`src/rtl/imem_loader.sv`:
```
// -----------------------------------------------------------------------------
// imem_loader
//   Receives a framed program image byte-by-byte from a UART receiver and
//   writes it word-by-word into the instruction memory programming port.
//   The core is held (cpu_hold) from the moment a frame starts until a frame
//   completes with a good checksum.
//
//   Frame: SYNC_BYTE, count_lo, count_hi, 4*N data bytes (little-endian words),
//          checksum (XOR of all data bytes). N = {count_hi, count_lo}, 1..4096.
//
// Ports
//   clk         single clock, rising edge
//   rst         asynchronous active-high reset
//   rx_data     received byte
//   rx_valid    one-cycle strobe qualifying rx_data
//   write_addr  word-aligned byte address of the current write
//   write_data  assembled 32-bit instruction word
//   w_en        one-cycle write strobe
//   cpu_hold    high while the core must stay stalled
//   load_done   level, set by a frame that ended with a good checksum
//   load_err    level, set by an aborted frame or a bad checksum
//   dbg_state   current FSM state (encoding of state_t)
//
// Handshake: there is no back-pressure in either direction. A byte is
// consumed on every rising edge where rx_valid is high; the memory accepts a
// word on every rising edge where w_en is high.
// -----------------------------------------------------------------------------
module imem_loader #(
   parameter logic [7:0]  SYNC_BYTE      = 8'hA5,
   parameter int unsigned TIMEOUT_CYCLES = 1000000
) (
   input  logic        clk,
   input  logic        rst,
   input  logic [7:0]  rx_data,
   input  logic        rx_valid,
   output logic [13:0] write_addr,
   output logic [31:0] write_data,
   output logic        w_en,
   output logic        cpu_hold,
   output logic        load_done,
   output logic        load_err,
   output logic [2:0]  dbg_state
);

   typedef enum logic [2:0] {
      IDLE   = 3'd0,
      CNT_LO = 3'd1,
      CNT_HI = 3'd2,
      DATA   = 3'd3,
      CSUM   = 3'd4
   } state_t;

   localparam logic [31:0] TMO_LAST  = 32'(TIMEOUT_CYCLES - 1);
   localparam logic [15:0] MAX_WORDS = 16'd4096;

   state_t      state_q, state_d;
   logic [13:0] addr_d;
   logic [31:0] wdata_d;
   logic        w_en_d;
   logic        hold_d, done_d, err_d;
   logic [7:0]  csum_q, csum_d;
   logic [31:0] tmo_q, tmo_d;
   logic [1:0]  byte_idx_q, byte_idx_d;
   logic [23:0] word_buf_q, word_buf_d;
   logic [7:0]  count_lo_q, count_lo_d;
   logic [12:0] n_words_q, n_words_d;
   logic [12:0] word_cnt_q, word_cnt_d;
   logic [15:0] n_req;

   assign dbg_state = state_q;
   assign n_req     = {rx_data, count_lo_q};

   always_ff @(posedge clk or posedge rst) begin
      if (rst) begin
         state_q    <= IDLE;
         write_addr <= '0;
         write_data <= '0;
         w_en       <= 1'b0;
         cpu_hold   <= 1'b1;
         load_done  <= 1'b0;
         load_err   <= 1'b0;
         csum_q     <= '0;
         tmo_q      <= '0;
         byte_idx_q <= '0;
         word_buf_q <= '0;
         count_lo_q <= '0;
         n_words_q  <= '0;
         word_cnt_q <= '0;
      end else begin
         state_q    <= state_d;
         write_addr <= addr_d;
         write_data <= wdata_d;
         w_en       <= w_en_d;
         cpu_hold   <= hold_d;
         load_done  <= done_d;
         load_err   <= err_d;
         csum_q     <= csum_d;
         tmo_q      <= tmo_d;
         byte_idx_q <= byte_idx_d;
         word_buf_q <= word_buf_d;
         count_lo_q <= count_lo_d;
         n_words_q  <= n_words_d;
         word_cnt_q <= word_cnt_d;
      end
   end

   always_comb begin
      state_d    = state_q;
      addr_d     = write_addr;
      wdata_d    = write_data;
      w_en_d     = 1'b0;
      hold_d     = cpu_hold;
      done_d     = load_done;
      err_d      = load_err;
      csum_d     = csum_q;
      byte_idx_d = byte_idx_q;
      word_buf_d = word_buf_q;
      count_lo_d = count_lo_q;
      n_words_d  = n_words_q;
      word_cnt_d = word_cnt_q;

      // Idle-gap counter only runs inside a frame.
      if (rx_valid || state_q == IDLE) tmo_d = '0;
      else                             tmo_d = tmo_q + 32'd1;

      // The write strobe is the cycle after the fourth byte; the address
      // advances once the write has been presented. The 14-bit add wraps
      // 3FFC -> 0000 on its own.
      if (w_en) begin
         addr_d     = write_addr + 14'd4;
         word_cnt_d = word_cnt_q + 13'd1;
         if (word_cnt_q == n_words_q - 13'd1) state_d = CSUM;
      end

      case (state_q)
         IDLE: begin
            if (rx_valid && rx_data == SYNC_BYTE) begin
               state_d    = CNT_LO;
               hold_d     = 1'b1;
               done_d     = 1'b0;
               err_d      = 1'b0;
               addr_d     = '0;
               csum_d     = '0;
               byte_idx_d = '0;
               word_cnt_d = '0;
            end
         end
         CNT_LO: begin
            if (rx_valid) begin
               count_lo_d = rx_data;
               state_d    = CNT_HI;
            end
         end
         CNT_HI: begin
            if (rx_valid) begin
               if (n_req == 16'd0 || n_req > MAX_WORDS) begin
                  err_d   = 1'b1;
                  state_d = IDLE;
               end else begin
                  n_words_d = n_req[12:0];
                  state_d   = DATA;
               end
            end
         end
         DATA: begin
            // A byte equal to SYNC_BYTE lands here as ordinary data.
            if (rx_valid) begin
               csum_d     = csum_q ^ rx_data;
               byte_idx_d = byte_idx_q + 2'd1;
               case (byte_idx_q)
                  2'd0: word_buf_d[7:0]   = rx_data;
                  2'd1: word_buf_d[15:8]  = rx_data;
                  2'd2: word_buf_d[23:16] = rx_data;
                  default: begin
                     w_en_d  = 1'b1;
                     wdata_d = {rx_data, word_buf_q};
                  end
               endcase
            end
         end
         CSUM: begin
            if (rx_valid) begin
               state_d = IDLE;
               if (rx_data == csum_q) begin
                  done_d = 1'b1;
                  hold_d = 1'b0;
               end else begin
                  err_d = 1'b1;
               end
            end
         end
         default: state_d = IDLE;
      endcase

      // Timeout overrides everything above; a partially assembled word is
      // dropped simply by restarting the byte index.
      if (state_q != IDLE && !rx_valid && tmo_q == TMO_LAST) begin
         state_d    = IDLE;
         err_d      = 1'b1;
         byte_idx_d = '0;
         tmo_d      = '0;
      end
   end

endmodule

```
`config.mk`:
```
export PLATFORM = sky130hd
export DESIGN_NAME = imem_loader
export DESIGN_NICKNAME = d
export VERILOG_FILES = /design/src/rtl/imem_loader.sv
export SDC_FILE = /design/constraint.sdc
export NUM_CORES = 1
export LEC_CHECK = 0
export ABC_AREA = 1
export CELL_PAD_IN_SITES_DETAIL_PLACEMENT = 1
export CELL_PAD_IN_SITES_GLOBAL_PLACEMENT = 1
export CORE_MARGIN = 2
export CORE_UTILIZATION = 39
export DETAILED_ROUTE_END_ITERATION = 16
export GPL_TIMING_DRIVEN = 1
export HOLD_SLACK_MARGIN = 0.06
export PLACE_DENSITY_LB_ADDON = 0.1
export SLEW_MARGIN = 20
export SYNTH_ARGS = -nofsm -noshare
export SYNTH_HDL_FRONTEND = slang
export SYNTH_SLANG_ARGS = --single-unit
```
`constraint.sdc`:
```
create_clock -name clk -period 5.3 [get_ports clk]
set_input_delay 1.06 -clock clk [delete_from_list [all_inputs] [get_ports clk]]
set_output_delay 1.06 -clock clk [all_outputs]
set_load 0.03 [all_outputs]
```
**Routing congestion map**

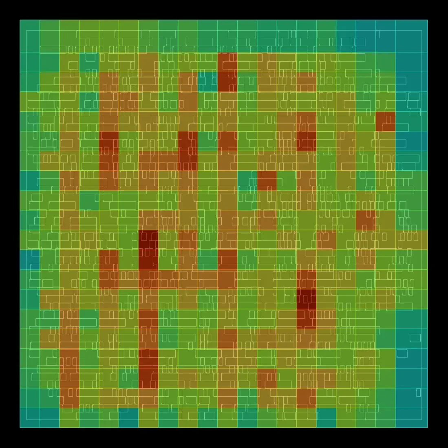
met3 Use GR: 3.43%
Routed WL per cell: 15.9 um
grt met1 use: 29.3%
gr busiest metal: met2
Tot GR Track Use: 20.8%

**Wiring heat map**

Bar = 50 um. The die is cut into 28 by 28 equal tiles; black is low, pale yellow is high, scaled to the fullest tile. Values are wire area over tile area, all layers added.
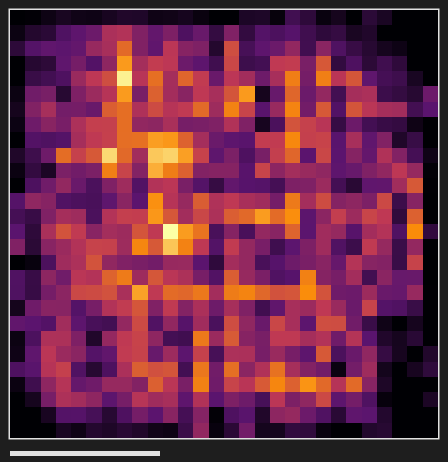
mean over tiles = 0.15
nearly empty tiles = 7.7%
densest ninth of the die = center
fullest tile = 0.45
tiles over half the peak = 21%
via count: 6183
Detailed Route WL: 19600 um

**Met2 routing**

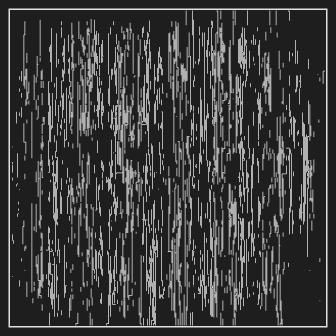
share of all routed wire = 46%
main direction = vertical
longest straight run = 52.5 um
nets with wire on the layer = 853
wire length on this layer = 9060 um
met2 GRT Util: 33.6%

==> impl_metrics.ini <==
; synthesis and place-and-route metrics
[status]
status = completed

[synthesis]
yosys-top-cells-count = nand2_1 (270), dfrtp_1 (150), nor2_1 (89)
synth_area_um2 = 7460
ys_async_sr_fraction_pct = 100
postSynthSeqShare_pct = 50.7
ys_sh_simple_pct = 29.0
adder_share_pct = 1.34

[final_timing]
drv_slew = 0

[power_and_ir_drop]
p_clk_uw = 1300
p_seq_uw = 1270

[cells_and_area]
lay_top_cells = nand2_1 (270), dfrtp_1 (150), nor2_1 (89)
final_layout_top_logic_cell = nand2_1
seq_area_um2 = 3780

[cts]
cts_num_sinks = 151
cts_root_buf = clkbuf_16
clk_latency_ns = 0.42

[worst_setup_path]
crit_start = rx_valid
r2r-start = dbg_state[0]$_DFF_PP0_

[die]
io_pins = 64

[run]
drv_cap = 0

[worst_hold_path]
hold_class = reg2reg
